**Run 1: signal wires on met4**

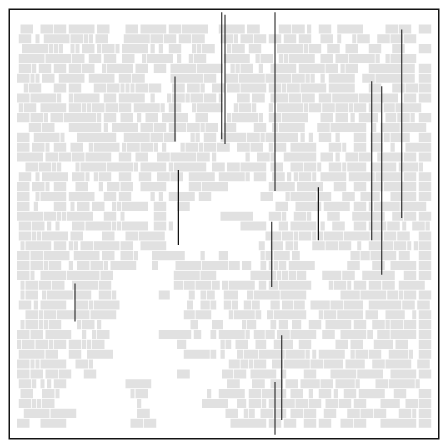
**Run 1: M2 wires**

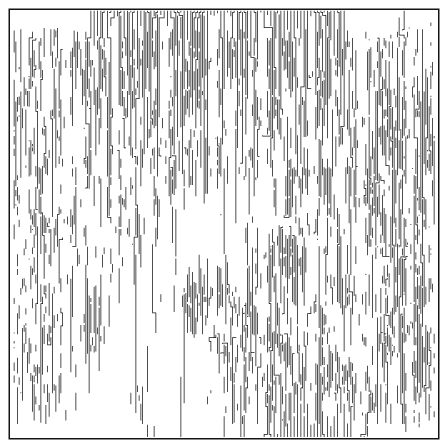
**Run 1: congestion heat map**

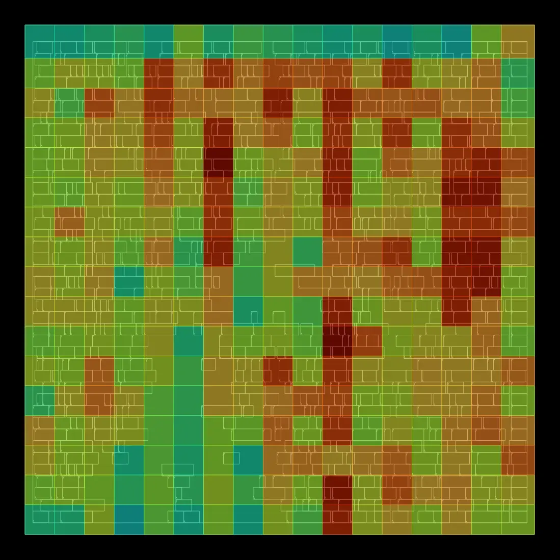
File: src/rtl/mem_arb_pkg.sv
// Shared definitions for the unified code+data memory arbiter.
//  - state_t : arbiter FSM states (IDLE -> ACCESS -> RESP -> IDLE)
//  - gnt_t   : which requester owns the access in flight
//  - counter widths for the latency and starvation counters (both 0..15)
package mem_arb_pkg;

  typedef enum logic [1:0] {
    IDLE   = 2'd0,
    ACCESS = 2'd1,
    RESP   = 2'd2
  } state_t;

  typedef enum logic {
    GNT_IF = 1'b0,
    GNT_D  = 1'b1
  } gnt_t;

  localparam int LAT_CNT_W    = 4;
  localparam int STARVE_CNT_W = 4;

endpackage

File: src/rtl/arb_starve_ctr.sv
// Saturating starvation counter for the instruction-fetch port.
// Ports:
//  clk, rst          clock, synchronous active-high reset
//  d_grant_starving  a data grant was made while a fetch was also waiting
//  if_grant          a fetch grant was made (clears the count)
//  force_if          count has reached STARVE_LIMIT: fetch must win the next tie
module arb_starve_ctr
  import mem_arb_pkg::*;
#(
  parameter int STARVE_LIMIT = 4
) (
  input  logic clk,
  input  logic rst,
  input  logic d_grant_starving,
  input  logic if_grant,
  output logic force_if
);

  localparam logic [STARVE_CNT_W-1:0] LIMIT = STARVE_CNT_W'(STARVE_LIMIT);

  logic [STARVE_CNT_W-1:0] starve_cnt_reg;

  always_ff @(posedge clk) begin
    if (rst) begin
      starve_cnt_reg <= '0;
    end else if (if_grant) begin
      starve_cnt_reg <= '0;
    end else if (d_grant_starving && (starve_cnt_reg != LIMIT)) begin
      // Saturate at the limit; once there, the fetch wins every tie anyway.
      starve_cnt_reg <= starve_cnt_reg + STARVE_CNT_W'(1);
    end
  end

  assign force_if = (starve_cnt_reg == LIMIT);

endmodule

File: src/rtl/unified_mem_arbiter.sv
// Shares one single-ported synchronous memory between the fetch (IF) port
// and the data (MEM) port of a pipeline with unified code+data memory.
// Ports:
//  clk, rst                          clock, synchronous active-high reset
//  if_req/if_addr -> if_rdata/if_ready   fetch request and response
//  d_req/d_we/d_addr/d_wdata -> d_rdata/d_ready   data request and response
//  mem_en/mem_we/mem_addr/mem_wdata, mem_rdata    memory side
//  busy                              high in every state except IDLE
// One access at a time: IDLE grants, ACCESS waits MEM_LAT cycles after the
// strobe and captures read data, RESP emits a one-cycle ready pulse.
module unified_mem_arbiter
  import mem_arb_pkg::*;
#(
  parameter int ADDR_W       = 32,
  parameter int DATA_W       = 32,
  parameter int MEM_LAT      = 1,
  parameter int STARVE_LIMIT = 4
) (
  input  logic              clk,
  input  logic              rst,
  input  logic              if_req,
  input  logic [ADDR_W-1:0] if_addr,
  output logic [DATA_W-1:0] if_rdata,
  output logic              if_ready,
  input  logic              d_req,
  input  logic              d_we,
  input  logic [ADDR_W-1:0] d_addr,
  input  logic [DATA_W-1:0] d_wdata,
  output logic [DATA_W-1:0] d_rdata,
  output logic              d_ready,
  output logic              mem_en,
  output logic              mem_we,
  output logic [ADDR_W-1:0] mem_addr,
  output logic [DATA_W-1:0] mem_wdata,
  input  logic [DATA_W-1:0] mem_rdata,
  output logic              busy
);

  state_t                 state_reg, state_next;
  gnt_t                   gnt_reg;
  logic                   we_reg;
  logic [LAT_CNT_W-1:0]   lat_cnt_reg;
  logic                   mem_en_reg, mem_we_reg;
  logic [ADDR_W-1:0]      mem_addr_reg;
  logic [DATA_W-1:0]      mem_wdata_reg;
  logic [DATA_W-1:0]      if_rdata_reg, d_rdata_reg;

  logic force_if;
  logic take_grant;
  logic grant_is_if;
  logic lat_done;

  // Data wins a tie unless the fetch port has been starved long enough.
  assign grant_is_if = if_req && (!d_req || force_if);
  assign take_grant  = (state_reg == IDLE) && (if_req || d_req);
  // Counter starts at 0 on the strobe cycle, so MEM_LAT is reached exactly
  // when the memory presents the read data.
  assign lat_done    = (lat_cnt_reg == LAT_CNT_W'(MEM_LAT));

  arb_starve_ctr #(
    .STARVE_LIMIT (STARVE_LIMIT)
  ) u_starve (
    .clk              (clk),
    .rst              (rst),
    .d_grant_starving (take_grant && !grant_is_if && if_req),
    .if_grant         (take_grant && grant_is_if),
    .force_if         (force_if)
  );

  always_comb begin
    state_next = state_reg;
    case (state_reg)
      IDLE:    if (if_req || d_req) state_next = ACCESS;
      ACCESS:  if (lat_done) state_next = RESP;
      RESP:    state_next = IDLE;
      default: state_next = IDLE;
    endcase
  end

  always_ff @(posedge clk) begin
    if (rst) begin
      state_reg     <= IDLE;
      gnt_reg       <= GNT_IF;
      we_reg        <= 1'b0;
      lat_cnt_reg   <= '0;
      mem_en_reg    <= 1'b0;
      mem_we_reg    <= 1'b0;
      mem_addr_reg  <= '0;
      mem_wdata_reg <= '0;
      if_rdata_reg  <= '0;
      d_rdata_reg   <= '0;
    end else begin
      state_reg  <= state_next;
      // Strobe is the registered grant: high only in the first ACCESS cycle.
      mem_en_reg <= take_grant;
      mem_we_reg <= take_grant && !grant_is_if && d_we;
      if (take_grant) begin
        gnt_reg      <= grant_is_if ? GNT_IF : GNT_D;
        we_reg       <= !grant_is_if && d_we;
        mem_addr_reg <= grant_is_if ? if_addr : d_addr;
        if (!grant_is_if) mem_wdata_reg <= d_wdata;
        lat_cnt_reg  <= '0;
      end
      if (state_reg == ACCESS) begin
        if (!lat_done) begin
          lat_cnt_reg <= lat_cnt_reg + LAT_CNT_W'(1);
        end else if (gnt_reg == GNT_IF) begin
          if_rdata_reg <= mem_rdata;
        end else if (!we_reg) begin
          d_rdata_reg <= mem_rdata;
        end
      end
    end
  end

  assign mem_en    = mem_en_reg;
  assign mem_we    = mem_we_reg;
  assign mem_addr  = mem_addr_reg;
  assign mem_wdata = mem_wdata_reg;
  assign if_rdata  = if_rdata_reg;
  assign d_rdata   = d_rdata_reg;
  assign if_ready  = (state_reg == RESP) && (gnt_reg == GNT_IF);
  assign d_ready   = (state_reg == RESP) && (gnt_reg == GNT_D);
  assign busy      = (state_reg != IDLE);

endmodule

File: config.mk
export PLATFORM = sky130hd
export DESIGN_NAME = unified_mem_arbiter
export DESIGN_NICKNAME = d
export VERILOG_FILES = /design/src/rtl/mem_arb_pkg.sv /design/src/rtl/arb_starve_ctr.sv /design/src/rtl/unified_mem_arbiter.sv
export SDC_FILE = /design/constraint.sdc
export NUM_CORES = 1
export LEC_CHECK = 0
export CORE_MARGIN = 1.5
export CORE_UTILIZATION = 46
export DETAILED_ROUTE_END_ITERATION = 8
export GPL_ROUTABILITY_DRIVEN = 0
export GPL_TIMING_DRIVEN = 1
export MAX_ROUTING_LAYER = met4
export PLACE_DENSITY = 0.86
export SETUP_SLACK_MARGIN = 0.02
export SYNTH_ARGS = -nofsm -noshare
export SYNTH_HDL_FRONTEND = slang
export SYNTH_SLANG_ARGS = --single-unit
File: constraint.sdc
create_clock -name clk -period 4.6 [get_ports clk]
set_input_delay 1.15 -clock clk [delete_from_list [all_inputs] [get_ports clk]]
set_output_delay 1.15 -clock clk [all_outputs]
set_load 0.02 [all_outputs]
==> deck_impl_summary.md, run 1 <==
Flow Results at a Glance

Run status
  • Status: complete, no violations

Setup path
  • Crit Path Class: reg -> out
  • Worst EP arrival: about 2.0 ns
  • CP Capture Type: primary output
  • Reg2reg end: mem_addr[1]$_SDFFE_PP0P_
  • CP Capture Point: busy
  • Worst r2r path cells: 5
  • Minimum setup slack among reg-to-reg paths: 1.74 ns
  • CP max FO: 8
  • Critical path required time: 3.45 ns
  • Startpoint Class: flip-flop
  • R2R Path Start: u_starve.starve_cnt_reg[0]$_SDFFE_PP0P_
  • CP startpoint: state_reg[0]$_SDFFE_PP0P_

Final timing
  • Slew Viols, Final: 0
  • Final number of setup-violating endpoints: 0
  • Worst-Margin Slew: 1.24 ns
  • Hold Vio Cnt, Final: 0
  • Crit share post-route: 0.687
  • Setup tns final: 0 ns
  • Rel. slew slack: 0.174
  • Max frequency: about 0.32 GHz
  • Tmin final: between 3 and 4 ns
  • Clock Skews: 0.00909 ns
  • RSZ-0062 raised after global routing: no

Placement
  • Buffers on Ports: 265
  • HPWL Detailed: 12.9 mm

Layout
  • Most frequent cells in the layout: 263 x clkdlybuf4s50_1, 165 x nand2_1, 142 x dfxtp_1
  • Most common logic cell in the routed design: clkdlybuf4s50_1
  • Fill cells: 890
  • Ant diodes: 0
  • Synthesis-to-layout area growth: 52.7%
  • Nets: between 900 and 1000
  • Share of cells above drive strength 1: 0.0827

Flow run
  • Max-Cap Viols: 0
  • Log Warnings: 30

Hold path
  • HP Start: mem_wdata[15]$_SDFFE_PP0N_
  • Hold Path Sink: mem_wdata[15]$_SDFFE_PP0N_
  • Worst Hold Path Cells: 2
  • Hold Crit Class: reg -> reg

Logic synthesis
  • Top cells, area: dfxtp_1 47%, mux2i_1 16%, nand2_1 10%, a2111oi_2 5.7%, a221o_1 5.3%
  • Synthesis warning total: 0
  • # Cells Yosys: 618
  • Async S/R FF share, synth: 0
  • Synthesized Nets: 755
  • Yosys top cell by instances: nand2_1
  • Area leader share: 0.466
  • Post-Synthesis Cells: a little over 600
  • Synth cell count leaders: 165 x nand2_1, 142 x dfxtp_1, 96 x mux2i_1
  • Post-synth EDFFs: 0
  • Post-synth seq share: 0.466
  • Cell area after synthesis: between 0.006 and 0.007 mm²
  • Yosys cell types: 46
  • Post-synth regs: ~140
  • Avg Inst Size Synth: 9.86 µm²
  • Area reported by Yosys stat: 0.00609 mm²
  • Largest area contributor in the netlist: dfxtp_1
  • Main flop type: dfxtp_1

Power
  • PwrDens: 346 mW/mm²
  • Net Sw Frac: 0.256
  • Comb pwr share: 0.170
  • Int Power: 2.40 mW
  • Max VDD drop: around 0.33 mV
  • Sequential power share: 0.414
  • Leakage: 3.67 nW
  • Clk pwr share: 0.415
  • Net load switching power: 0.826 mW
  • Total power: 3.22 mW

Clocking
  • Insertion Delay late pin: ~0.42 ns
  • Clock Sinks: 142
  • CTS Buf Count: 17
  • H-tree levels: 4
  • # hold bufs at CTS: 0
  • Root Buffer: clkbuf_16
  • Post-CTS Setup Inserts: 0
  • Clock-pin slew on the worst setup and hold paths: 0.06 ns
  • Max Root-Sink Buffers: 2
  • CTS tree: yes
  • Post-CTS Resized: 0

Global route
  • Vias in the first global route: 5588
  • Congestion Overflow GR: 0
  • First-pass GRT wire length: 29.4 mm
  • Largest net degree at the start of global routing: roughly 120
  • Antenna violations before repair: 0

Die
  • Pre-Place Util: 0.477
  • I/O pin count: 266
  • Num rows: 41
  • Die ar.: 0.0139 mm²
  • Die Span Y: 118 µm
  • Die Wd: about 120 µm
  • Core area: roughly 0.013 mm²

Drt
  • Starting DRT DRC Count: about 320
  • Via/cell ratio: 5.30
  • Post-route ant nets: 0
  • Post-route DRC: 0
  • Drt first pass iters: 4
-- 'signal wires on met4' (at the start) --
longest straight run	51.7 µm
nets with wire on the layer	9
main direction	vertical
wire length on this layer	384 µm
total number of vias: 5523
WL final: 18.3 mm

-- 'M2 wires' (at the start) --
share of all routed wire	52%
wire length on this layer	9540 µm
nets with wire on the layer	898
main direction	vertical
GRT met2 Usage: 0.475

-- 'congestion heat map' (at the start) --
GRT met1 Usage: 0.290
mean routed wirelength per cell: 17.6 µm
met3 usage: 0.0756
busiest grt layer: met2
GR Util All Layers: 0.272

## run 1: worst max-delay path: stages, from the launching register on
cell and delay [ns]:
dfxtp_1 0.36, nor2_1 0.42, inv_1 0.21, clkdlybuf4s50_1 0.59
## run 1: layer usage
metal / track usage / vias up / routed length, µm
met5: - / - / 0
met4: 0.110 / 0 / 383
met3: 0.0756 / 28 / 1360
met2: 0.475 / 222 / 9540
met1: 0.290 / 2640 / 7050
li1: - / 2633 / -
## run 1: power by group through the flow
stage	registers, mW	clock network [mW]	logic (mW)
finish	1.34	1.34	0.550
global route	1.34	1.41	0.585
floorplan	1.43	0	0.211
global placement	1.36	0	0.535
detailed placement	1.36	0	0.548
CTS	1.34	1.36	0.552
## run 1: layout make-up
| class | count | area (µm²) | share of cell area |
|---|---|---|---|
| clock buffers | 22 | 464 | 0.0499 |
| clock inverters | 10 | 113 | 0.0121 |
| inverters | 39 | 149 | 0.0160 |
| multi-input cells | 385 | 2820 | 0.303 |
| flip-flops and latches | 142 | 2840 | 0.305 |
| well taps | 172 | 215 | 0.0231 |
| repair buffers | 273 | 2700 | 0.290 |
## run 1: per-stage QoR
step	cell area, µm²	util	cells	setup slack, ns	hold WS, ns
after global routing	9310	0.729	1043	1.33	0.469
after floorplan	6090	-	618	2.27	0.448
after detailed placement	8730	0.684	1011	1.16	0.448
final	9310	0.729	1043	1.44	0.457
after CTS	9310	0.729	1043	1.43	0.456
after global placement	8730	0.684	1011	1.31	0.441
## run 1: cell families (layout without fill, tap and decap cells)
family	count (synthesis)	in the layout	synth area share
flops	142	142	0.466
mux	96	96	0.158
simple gates	197	197	0.139
compound gates	88	88	0.158
fa+ha+maj	4	4	0.00821
buf+inv	91	344	0.0706
**Run 1: local utilization**

Bar = 20 µm. 12 x 12 tiles, from dark blue (low) to red (high), 0 to 100% covered.
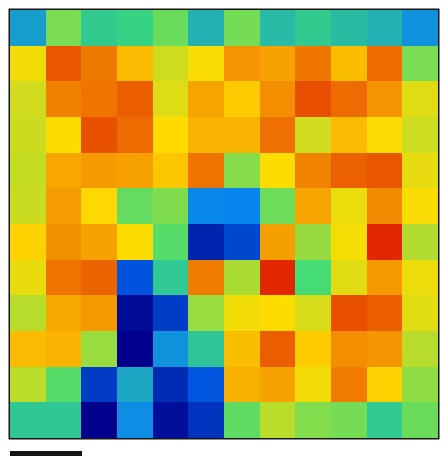

==> run 2: changes to the inputs <==
- CORE_UTILIZATION: 46 -> 42
- PLACE_DENSITY: 0.86 -> 0.8
- clock period: 4.6 -> 2.98 ns (I/O delays scaled with it)
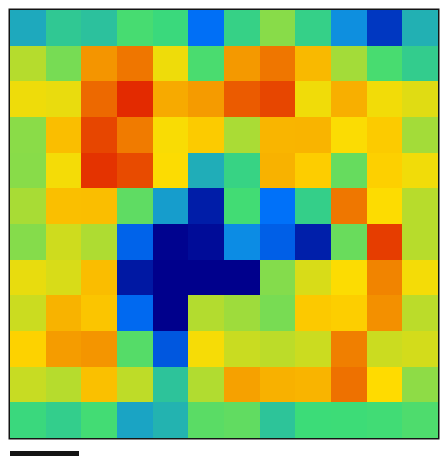
**Above:** run 2 (local utilization).
Bar = 20 µm. 12 x 12 tiles, from dark blue (low) to red (high), 0 to 100% covered.
fullest tile	95%
nearly empty tiles	3.5%
mean over tiles	61%
tiles over 75% full	31%
emptiest ninth of the die	center
Pre-Place Util: 0.434
Core Util, Final: 0.675
core area: 0.0140 mm²

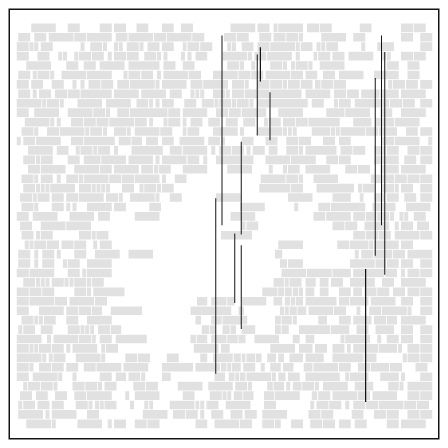
**Above:** run 2 (signal wires on met4).
WL final: 18.0 mm
total number of vias: 5580

==> run 2 against run 1 <==
Register-to-register slack got worse by 0.83 ns. Global-route usage shrank 3.1 points. Flip-flop count stayed put. Area after synthesis unchanged.
==> deck_impl_summary.md, run 2 <==
Flow Results at a Glance

Logic synthesis
  • Post-synth EDFFs: 0
  • Synthesis warning total: 0
  • Synth cell count leaders: 165 x nand2_1, 142 x dfxtp_1, 96 x mux2i_1
  • Post-synth regs: 142
  • Post-Synthesis Cells: 618
  • Async S/R FF share, synth: 0
  • Avg Inst Size Synth: ~9.9 µm²
  • # Cells Yosys: between 600 and 700
  • Main flop type: dfxtp_1
  • Area reported by Yosys stat: 0.00609 mm²
  • Top cells, area: dfxtp_1 47%, mux2i_1 16%, nand2_1 10%, a2111oi_2 5.7%, a221o_1 5.3%
  • Area leader share: 0.466
  • Post-synth seq share: 0.466

Clocking
  • CTS tree: yes
  • Max Root-Sink Buffers: 2
  • Root Buffer: clkbuf_16
  • Clock-pin slew on the worst setup and hold paths: ~0.060 ns
  • # hold bufs at CTS: 0
  • Insertion Delay late pin: 0.42 ns
  • Post-CTS Setup Inserts: 0
  • Clock Sinks: 142
  • Post-CTS Resized: 0
  • H-tree levels: 4
  • CTS Buf Count: 17

Setup path
  • Slowest CP cell: clkdlybuf4s50_1
  • Critical-path cell list: nor2_1, inv_1, clkdlybuf4s50_1
  • Slowest cell delay on critical path: between 0.6 and 0.7 ns
  • Critical path required time: 2.24 ns
  • CP Capture Type: primary output
  • CP max FO: 7
  • Worst EP arrival: between 1.5 and 2 ns
  • CP delay by family, top: buffers and inverters
  • Buf+Inv Stages, Crit Path: 2
  • Crit Path Class: reg -> out
  • Startpoint Class: flip-flop

Global route
  • GR Util All Layers: 0.241
  • Largest net degree at the start of global routing: around 100
  • Antenna violations before repair: 0
  • Vias in the first global route: between 5000 and 6000
  • First-pass GRT wire length: around 28 mm
  • Congestion Overflow GR: 0

Placement
  • Placed cells: slightly above 1000
  • Buffers on Ports: 265
  • Placed cell area: 0.00886 mm²
  • HPWL Detailed: 12.9 mm
  • Post-place setup slack: roughly 0.15 ns

Layout
  • Synthesis-to-layout area growth: 55.6%
  • Post-route design area: between 0.009 and 0.01 mm²
  • Most frequent cells in the layout: 263 x clkdlybuf4s50_1, 165 x nand2_1, 142 x dfxtp_1
  • Logic inverters: 39
  • Largest cell class: flip-flops and latches
  • Flip-flops: 142
  • Comb area: 0.00282 mm²
  • Sequential cell area: 0.00284 mm²
  • CLK BUF: 18
  • Ant diodes: 0
  • Seq/total area: 0.300
  • Buffer share of cell area: 0.298
  • Share of cells above drive strength 1: 0.0924
  • Fin cells: 1057
  • Repair and plain buffers: 279
  • Final clock-cell share: 0.0655
  • Most common logic cell in the routed design: clkdlybuf4s50_1
  • Nets: 1001
  • Comb_multi_in: 385
  • Fraction of area in multi-input gates: 0.298

Final timing
  • Hold_ws: 0.455 ns
  • Max frequency: 0.407 GHz
  • Tmin final: 2.45 ns
  • Rel. slew slack: 0.586
  • Crit share post-route: 0.824
  • Hold Vio Cnt, Final: 0
  • Clock Skews: 0.0102 ns
  • Worst setup margin: 0.526 ns
  • Setup tns final: 0 ns

Drt
  • Starting DRT DRC Count: ~280
  • Via/cell ratio: 5.28
  • Drt first pass iters: 6
  • Post-route DRC: 0
  • Mean routed wirelength per cell: roughly 17 µm
  • Post-route ant nets: 0

Die
  • Num tapcells: roughly 180
  • Num rows: around 43
  • Die ar.: 0.0152 mm²
  • Die Wd: 123 µm
  • Die Span Y: between 100 and 150 µm
  • I/O pin count: between 200 and 300

Power
  • PwrDens: 543 mW/mm²
  • Total power: 5.15 mW
  • Leakage: ~3.7 nW
  • Max VDD drop: 0.355 mV

Flow run
  • Log Warnings: 28
  • Max-Cap Viols: 0

Hold path
  • Hold Crit Class: reg -> reg

Run status
  • Status: complete, no violations
-- run 2: cell counts after synthesis --
Identical to the previous run, type by type.
-- run 2: cell families (layout without fill, tap and decap cells) --
family | count (synthesis) | count (layout) | synth area share
muxes | 96 | 96 | 0.158
adders and majority gates | 4 | 4 | 0.00821
DFF | 142 | 142 | 0.466
buffers and inverters | 91 | 350 | 0.0706
and+or+nand+nor | 197 | 197 | 0.139
AOI/OAI and AO/OA | 88 | 88 | 0.158
-- run 2: worst reg2reg max path: cells and delay by family (launching register included) --
kind	cells	cell delay, ns
buf+inv	1	0.39
simple gates	2	0.80
flops	1	0.40
fa+ha+maj	1	0.18
mux	1	0.22
-- run 2: final timing paths --
| kind | depth (start not counted) | from | slack, ns | endpoint |
|---|---|---|---|---|
| max | 3 | state_reg[0]$_SDFFE_PP0P_ | 0.53 | busy |
| min | 2 | mem_wdata[21]$_SDFFE_PP0N_ | 0.45 | mem_wdata[21]$_SDFFE_PP0N_ |
| max reg2reg | 5 | lat_cnt_reg[0]$_SDFF_PP0_ | 0.91 | d_rdata[10]$_SDFFE_PP0P_ |
| min reg2reg | 2 | mem_wdata[21]$_SDFFE_PP0N_ | 0.45 | mem_wdata[21]$_SDFFE_PP0N_ |
-- run 2: power by group --
group | total (mW) | internal [mW] | leakage (nW) | switching (mW)
Clock | 2.22 | 1.35 | 0.295 | 0.866
Combinational | 0.867 | 0.446 | 2.29 | 0.420
Sequential | 2.06 | 2.00 | 1.16 | 0.0614
Total | 5.15 | 3.80 | 3.74 | 1.35
-- run 2: metal layers --
metal	GRT usage	up-vias	share of wire
met5	-	-	0
met4	0.0970	0	0.024
met3	0.0830	25	0.094
met2	0.406	234	0.49
li1	-	2659	-
met1	0.260	2662	0.40
**Run 2: congestion heat map**

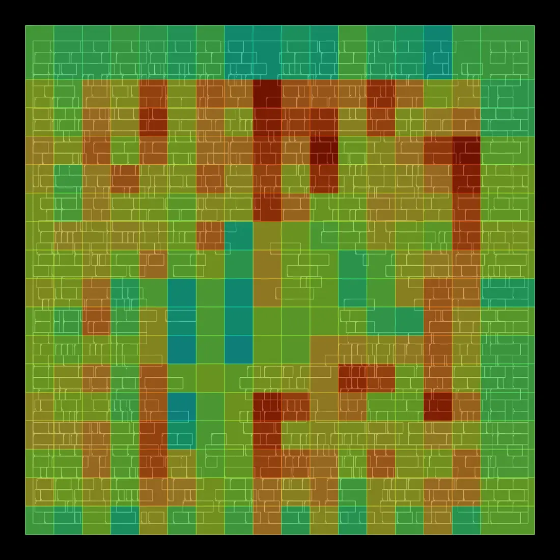

==> run 3: changes to the inputs <==
- clock period: 2.98 -> 2.35 ns (I/O delays scaled with it)
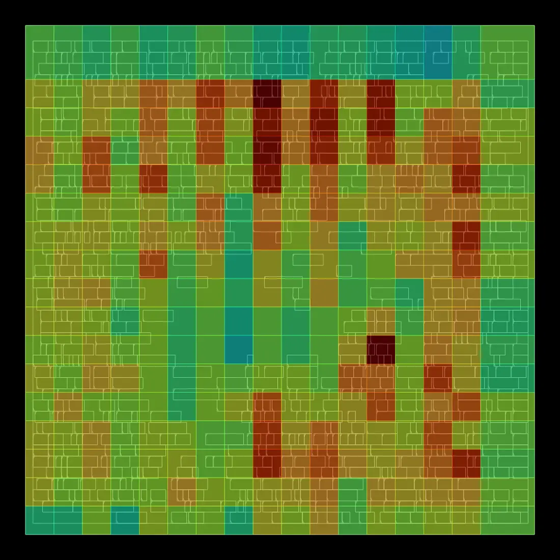
**Above:** run 3 (congestion heat map).
GRT met1 Usage: 0.258
met3 usage: 0.0839
mean routed wirelength per cell: 16.8 µm
GR Util All Layers: 0.237
Core Util, Final: 0.679

==> run 3 against run 2 <==
Hold slack better by 0.00093 ns. Power is 25% higher. Utilization is 0.37 points higher. Critical path type unchanged. Largest cell class is now non-clock buffers. Sequential power is 27% higher. Count of clock-buffer cells in the layout is 5 higher. Synthesized cell count stayed put. Register-to-register slack worse by 0.59 ns. Non-clock buffer count is 1 higher. Critical path depth is 1 lower.
==> deck_impl_summary.md, run 3 <==
Flow Results at a Glance

Run status
  • Status: complete, no violations

Logic synthesis
  • Largest area contributor in the netlist: dfxtp_1
  • XORs/XNORs by Area: 0
  • Post-synth seq share: 0.466
  • Area leader share: 0.466
  • Top cells, area: dfxtp_1 47%, mux2i_1 16%, nand2_1 10%, a2111oi_2 5.7%, a221o_1 5.3%
  • Top non-seq family: AND-OR/OR-AND gates
  • Compound Share, Synth: 0.158
  • Post-synth regs: 142
  • Synth cell count leaders: 165 x nand2_1, 142 x dfxtp_1, 96 x mux2i_1
  • Post-synth EDFFs: 0
  • Cell area after synthesis: 0.00609 mm²
  • Main flop type: dfxtp_1
  • Post-Synth Adder-Cell Area: 0.00821
  • Avg Inst Size Synth: 9.86 µm²
  • Async S/R FF share, synth: 0
  • Yosys cell types: between 40 and 50
  • Yosys top cell by instances: nand2_1
  • Area reported by Yosys stat: 0.00609 mm²
  • Synthesized Nets: between 700 and 800
  • # Cells Yosys: 618
  • Post-Synthesis Cells: approximately 620
  • Yosys simple share: 0.139
  • Synthesis warning total: 0
  • Mux share: 0.158

Final timing
  • Rel. slew slack: 0.665
  • Worst-Margin Slew: 0.490 ns
  • Hold_ws: 0.456 ns
  • Crit share post-route: 0.941
  • Tmin final: between 2 and 2.5 ns
  • Final number of setup-violating endpoints: 0
  • Hold Vio Cnt, Final: 0
  • Max frequency: 0.452 GHz
  • Setup tns final: 0 ns
  • RSZ-0062 raised after global routing: no
  • Clock Skews: 0.00906 ns
  • Slew Viols, Final: 0

Placement
  • Buffers on Ports: approximately 270
  • HPWL Detailed: 12.7 mm
  • Placed cell area: 0.00893 mm²
  • Placed cells: 1026

Drt
  • Metal2 WL: about 8.8 mm
  • Via/cell ratio: 5.16
  • DR top layer: met4
  • Drt first pass iters: 5
  • Met3 Wirelength: 1.61 mm
  • Post-route ant nets: 0
  • Post-route DRC: 0
  • Met1 WL: 7.08 mm
  • Starting DRT DRC Count: 249

Setup path
  • Worst r2r path cells: 5
  • Crit Path Class: reg -> out
  • Slowest CP cell: clkdlybuf4s50_1
  • WP depth: 2
  • Startpoint Class: flip-flop
  • Worst EP arrival: 1.62 ns
  • Critical path required time: ~1.8 ns
  • Critical-path cell list: and3b_1, clkdlybuf4s50_1
  • CP delay by family, top: buffers and inverters
  • Buf+Inv Stages, Crit Path: 1
  • Slowest cell delay on critical path: 0.60 ns
  • CP max FO: 7
  • CP Capture Type: primary output

Layout
  • Post-route design area: 0.00953 mm²
  • Fin cells: 1058
  • Share of cells above drive strength 1: 0.0923
  • Synthesis-to-layout area growth: 56.4%
  • Fill cells: 1024
  • Most common logic cell in the routed design: clkdlybuf4s50_1
  • Nets: ~1000
  • Most frequent cells in the layout: 261 x clkdlybuf4s50_1, 165 x nand2_1, 141 x dfxtp_1
  • Ant diodes: 0

Global route
  • Busiest grt layer: met2
  • Congestion Overflow GR: 0
  • First-pass GRT wire length: ~27 mm
  • GRT met2 Usage: 0.400
  • Antenna violations before repair: 0
  • Largest net degree at the start of global routing: 99
  • Vias in the first global route: 5521

Clocking
  • Clock-pin slew on the worst setup and hold paths: 0.06 ns
  • Insertion Delay late pin: 0.41 ns
  • # hold bufs at CTS: 0
  • CTS tree: yes
  • Max Root-Sink Buffers: 2
  • H-tree levels: 4
  • CTS Buf Count: 17
  • Clock Sinks: 142
  • Root Buffer: clkbuf_16

Power
  • Max VDD drop: ~0.44 mV
  • Leakage: 3.80 nW
  • PwrDens: 674 mW/mm²

Die
  • Num rows: 43
  • I/O pin count: 266
  • Die Wd: 123 µm
  • Core area: between 0.01 and 0.015 mm²
  • Die ar.: 0.0152 mm²
  • Die Span Y: between 100 and 150 µm
  • Pre-Place Util: 0.434

Flow run
  • Log Warnings: 28
  • Max-Cap Viols: 0

Hold path
  • Worst Hold Path Cells: 2
  • Hold Crit Class: reg -> reg
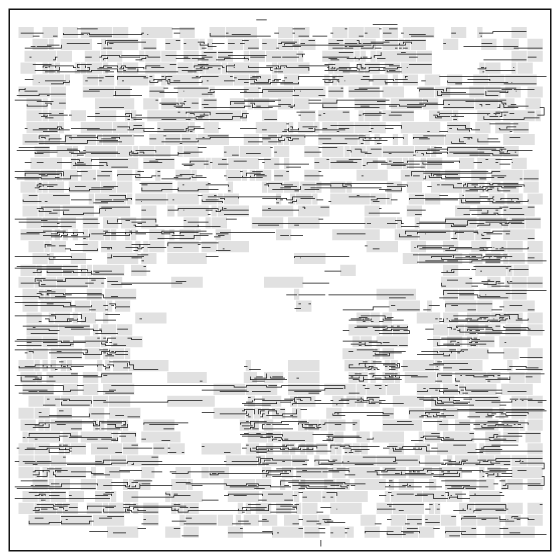
**Above:** run 3 (metal 1).
share of all routed wire	40%
nets with wire on the layer	862
longest straight run	31.3 µm
total number of vias: 5460
WL final: 17.8 mm

run 3: worst paths after layout:
path                                   start                    endpoint  slack, ns
setup reg to reg   lat_cnt_reg[0]$_SDFF_PP0_    d_rdata[18]$_SDFFE_PP0P_       0.32
setup / recovery   state_reg[1]$_SDFFE_PP0P_                     d_ready       0.14
hold reg to reg   mem_wdata[19]$_SDFFE_PP0N_  mem_wdata[19]$_SDFFE_PP0N_       0.46
hold / removal    mem_wdata[19]$_SDFFE_PP0N_  mem_wdata[19]$_SDFFE_PP0N_       0.46
run 3: through the flow:
stage          power [mW]  setup slack [ns]
6_report             6.43             0.140
2_1_floorplan        3.21             0.586
4_1_cts              6.48            0.0200
5_1_grt              6.65            0.0707
3_3_place_gp         3.75          -0.00953
3_5_place_dp         3.78            -0.136
run 3: timing repair:
| action | CTS | global route |
|---|---|---|
| buffers inserted | 0 | 0 |
| setup endpoints to repair | 0 | 3 |
| gates resized | 0 | 3 |
run 3: logic make-up (layout without fill, tap and decap cells):
kind of cell / after synthesis / count (layout)
AND-OR/OR-AND: 88 / 88
buffers and inverters: 91 / 351
flip-flops: 142 / 142
AND/OR/NAND/NOR: 197 / 197
multiplexers: 96 / 96
adder cells (fa/ha/maj): 4 / 4
run 3: layout make-up:
| cell class | count | area [µm²] | area share |
|---|---|---|---|
| well taps | 180 | 225 | 0.0236 |
| multi-input cells | 385 | 2820 | 0.296 |
| clock buffers | 23 | 488 | 0.0512 |
| flip-flops and latches | 142 | 2840 | 0.298 |
| inverters | 39 | 149 | 0.0156 |
| clock inverters | 9 | 108 | 0.0113 |
| repair buffers | 280 | 2900 | 0.304 |
run 3: where the power goes:
group          internal [mW]  switching [mW]
Clock                   1.68            1.02
Sequential              2.54          0.0774
Combinational          0.581           0.534
Power and IR drop assume default switching activity.
